File: config.mk
export PLATFORM = sky130hd
export DESIGN_NAME = garage_input_conditioner_flat
export DESIGN_NICKNAME = d
export VERILOG_FILES = /design/src/rtl/garage_input_conditioner_if.sv /design/src/rtl/garage_input_conditioner.sv /design/src/flat_wrapper.sv
export SDC_FILE = /design/constraint.sdc
export NUM_CORES = 1
export LEC_CHECK = 0
export CORE_MARGIN = 8
export CORE_UTILIZATION = 50
export DETAILED_ROUTE_END_ITERATION = 8
export GPL_TIMING_DRIVEN = 0
export PLACE_DENSITY = 0.69
export SLEW_MARGIN = 10
export SYNTH_ARGS = -nofsm -noshare
export SYNTH_HDL_FRONTEND = slang
export SYNTH_SLANG_ARGS = --single-unit
export TNS_END_PERCENT = 20
File: constraint.sdc
create_clock -name clk -period 1.9 [get_ports clk]
set_clock_uncertainty 0.2 [all_clocks]
set_input_delay 0.19 -clock clk [delete_from_list [all_inputs] [get_ports clk]]
set_output_delay 0.19 -clock clk [all_outputs]
set_load 0.01 [all_outputs]
File: src/rtl/garage_input_conditioner_if.sv
// Raw switch inputs and conditioned outputs between the
// garage input front end and its driver / the door FSM.
interface garage_input_conditioner_if;
  logic btn_raw;
  logic up_lim_raw;
  logic dn_lim_raw;
  logic Activate;
  logic UP_MAX;
  logic DN_MAX;
  logic lim_fault;

  modport master (
    output btn_raw,
    output up_lim_raw,
    output dn_lim_raw,
    input  Activate,
    input  UP_MAX,
    input  DN_MAX,
    input  lim_fault
  );

  modport slave (
    input  btn_raw,
    input  up_lim_raw,
    input  dn_lim_raw,
    output Activate,
    output UP_MAX,
    output DN_MAX,
    output lim_fault
  );
endinterface

File: src/rtl/garage_input_conditioner.sv
// Garage door front end: sync + debounce of button and limits,
// one Activate pulse per press with lockout and fault suppression.
module garage_input_conditioner #(
  parameter int DB_CYCLES = 16,
  parameter int CNT_W     = 5,
  parameter int LOCKOUT   = 64,
  parameter int LK_W      = 7
) (
  input  logic clk,
  input  logic rst,
  garage_input_conditioner_if.slave io
);

  typedef enum logic [1:0] {
    IDLE,
    PULSE,
    HOLD
  } state_t;

  localparam logic [CNT_W-1:0] DB_LAST = CNT_W'(DB_CYCLES - 1);
  localparam logic [LK_W-1:0]  LK_LOAD = LK_W'(LOCKOUT - 1);

  logic [2:0] raw;
  logic [2:0] s1;
  logic [2:0] s2;
  logic [2:0] db;

  assign raw = {io.dn_lim_raw, io.up_lim_raw, io.btn_raw};

  always_ff @(posedge clk) begin
    if (!rst) begin
      s1 <= '0;
      s2 <= '0;
    end else begin
      s1 <= raw;
      s2 <= s1;
    end
  end

  // Channel 0 = button, 1 = upper limit, 2 = lower limit.
  for (genvar c = 0; c < 3; c++) begin : g_db
    logic             q;
    logic [CNT_W-1:0] cnt;

    always_ff @(posedge clk) begin
      if (!rst) begin
        q   <= 1'b0;
        cnt <= '0;
      end else if (s2[c] == q) begin
        cnt <= '0;
      end else if (cnt == DB_LAST) begin
        q   <= s2[c];
        cnt <= '0;
      end else begin
        cnt <= cnt + 1'b1;
      end
    end

    assign db[c] = q;
  end

  logic            fault;
  logic            btn_prev;
  logic            fault_prev;
  logic            act;
  state_t          state;
  state_t          state_nx;
  logic [LK_W-1:0] lk_cnt;
  logic [LK_W-1:0] lk_nx;

  assign fault = db[1] & db[2];

  // fault_prev pairs with btn_prev, so a rise is judged against
  // the fault level from before the edge that raised btn_db.
  always_ff @(posedge clk) begin
    if (!rst) begin
      state      <= IDLE;
      lk_cnt     <= '0;
      btn_prev   <= 1'b0;
      fault_prev <= 1'b0;
      act        <= 1'b0;
    end else begin
      state      <= state_nx;
      lk_cnt     <= lk_nx;
      btn_prev   <= db[0];
      fault_prev <= fault;
      act        <= (state_nx == PULSE);
    end
  end

  always_comb begin
    state_nx = state;
    lk_nx    = lk_cnt;
    unique case (state)
      IDLE: begin
        if (db[0] && !btn_prev && !fault_prev)
          state_nx = PULSE;
      end
      PULSE: begin
        lk_nx    = LK_LOAD;
        state_nx = HOLD;
      end
      HOLD: begin
        if (lk_cnt != '0)
          lk_nx = lk_cnt - 1'b1;
        else if (!db[0])
          state_nx = IDLE;
      end
      default: state_nx = IDLE;
    endcase
  end

  assign io.Activate  = act;
  assign io.UP_MAX    = db[1];
  assign io.DN_MAX    = db[2];
  assign io.lim_fault = fault;

endmodule

File: src/flat_wrapper.sv
// flat-port wrapper written by rule: the top's interface ports become plain ports
module garage_input_conditioner_flat 
#(
  parameter int DB_CYCLES = 16,
  parameter int CNT_W     = 5,
  parameter int LOCKOUT   = 64,
  parameter int LK_W      = 7
)
  (clk, rst, io_btn_raw, io_up_lim_raw, io_dn_lim_raw, io_Activate, io_UP_MAX, io_DN_MAX, io_lim_fault);
  garage_input_conditioner_if io_i ();
  input  logic clk;
  input  logic rst;
  input wire logic [$bits(io_i.btn_raw)-1:0] io_btn_raw;
  input wire logic [$bits(io_i.up_lim_raw)-1:0] io_up_lim_raw;
  input wire logic [$bits(io_i.dn_lim_raw)-1:0] io_dn_lim_raw;
  output wire logic [$bits(io_i.Activate)-1:0] io_Activate;
  output wire logic [$bits(io_i.UP_MAX)-1:0] io_UP_MAX;
  output wire logic [$bits(io_i.DN_MAX)-1:0] io_DN_MAX;
  output wire logic [$bits(io_i.lim_fault)-1:0] io_lim_fault;
  assign io_i.btn_raw = io_btn_raw;
  assign io_i.up_lim_raw = io_up_lim_raw;
  assign io_i.dn_lim_raw = io_dn_lim_raw;
  assign io_Activate = io_i.Activate;
  assign io_UP_MAX = io_i.UP_MAX;
  assign io_DN_MAX = io_i.DN_MAX;
  assign io_lim_fault = io_i.lim_fault;
  garage_input_conditioner #(.DB_CYCLES(DB_CYCLES), .CNT_W(CNT_W), .LOCKOUT(LOCKOUT), .LK_W(LK_W)) u_core (.clk(clk), .rst(rst), .io(io_i));
endmodule
met3.png
Scale bar: 20 um.
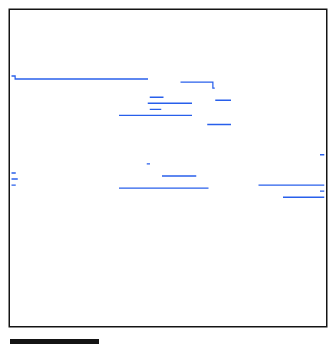
- nets with wire on the layer: 16
- longest straight run: 29.7 um
- share of all routed wire: 5.2%
- main direction: horizontal
- wire length on this layer: 134 um
Routed WL: 2570 um
grt met3 use: 0.0523
vias: 1101

==> results.yml <==
# synthesis and place-and-route metrics
outcome:
  status: "completed"
power_and_ir_drop:
  power_leader: "sequential cells"
  pg_seq_mw: 0.766
  ir_drop_uv: 421
  power_clock_mw: 0.518
  p_per_area_nw_per_um2: 764
  switching_share: 0.197
  p_comb_frac: 0.021
  p_clk_frac: 0.395
  powerComb_mw: 0.0276
synth:
  postSynthAreaPerCell_um2: 9.60
  ys_cells: 157
  yosysSeqAreaShare: 0.478
  netlist_instances: 157
  synth.distinct_cells: 39
  synth-edff-count: 0
  yosysWarningCount: 0
  xor_share: 0.0523
  yosys-stat-area_um2: 1510
  synthAoiAreaFrac: 0.0772
  top_logic_kind: "simple AND/OR/NAND/NOR gates"
  top_area_cell: "dfxtp_1"
  netlist_area_um2: 1510
  async_reset_ff_frac: 0
route:
  post_drt_via_cell_ratio: 5.34
  met2_length_um: 1200
  drtIter0Drc: 98
  drc_errors: 0
  first_pass_iters: 4
floorplanning:
  num_io_pins: 9
  die_x_um: 70.9
  die_y_um: 70.9
  fp-row-count: 20
  die-area_um2: 5030
place:
  pre_cts_ws_ns: 0.110
  numPortBuffers: 8
timing:
  tightest_slew_ns: 0.399
  hold_slack_ns: 0.233
cells_and_area:
  largestRegisters: "u_core.g_db.cnt x15, u_core.lk_cnt x7"
  signal_buffers: 12
  n_fill_cell: 273
  nMultiInputCombCells: 106
  nets: 184
  n_antenna_cell: 0
  drive_above_1_share: 0.104
  final-comb-area_um2: 731
  sh_seq_area: 0.422
  utilization: 0.581
  inv_count: 11
  clock_cell_area_share: 0.0445
grt:
  gr-usage-met2: 0.191
clock_tree:
  ctsResizeCount: 0
  clockRootBuffer: "clkbuf_4"
  htreeDepth: 2
  post_cts_buffers: 0
  cts_sinks: 36
setup_path:
  startpoint_type: "flop"
  crit_path_start: "u_core.g_db[1].cnt[0]$_SDFF_PP0_"
  r2r-end: "u_core.g_db[1].cnt[3]$_SDFF_PP0_"
  crit_end: "u_core.g_db[1].cnt[3]$_SDFF_PP0_"
  rr_worst_depth: 5
  required_ns: 1.97
worst_hold_path:
  hp-class: "in -> reg"
  hold_depth: 2
metal_stack.png
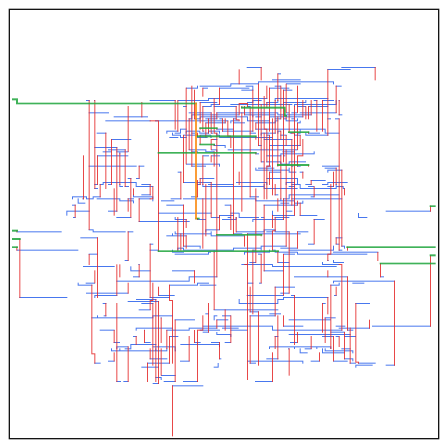
- blue: met1 (wire length 1220 um)
- orange: met4 (wire length 19.0 um)
- red: met2 (wire length 1200 um)
- green: met3 (wire length 134 um)
WL/cell: 12.5 um
GRT Total Usage: 0.117

## cell usage in the layout, fill, tap and decap left out, types with 2 or more instances in the layout
cell type	netlist	layout
nor2b_1	3	3
a21oi_1	3	3
xor2_1	3	3
nand3b_1	2	2
ha_1	7	6
and3_1	4	4
nand2b_1	3	3
nor3_1	5	5
clkbuf_4	0	5
nand2_1	3	3
clkdlybuf4s50_1	0	8
nor2_1	22	22
dfxtp_2	0	3
a211oi_1	4	4
and2_1	10	10
nand3_1	4	4
xnor2_1	6	6
or3_1	4	3
inv_1	10	10
mux2i_1	3	3
o21a_1	2	2
nor4_1	2	2
clkbuf_1	3	4
dfxtp_1	36	33
## worst max-delay path, stage by stage, from the launching register on
cell and delay, ns:
dfxtp_1 0.35, ha_1 0.23, and3_1 0.19, ha_1 0.21, or3_1 0.45, nor2_1 0.12
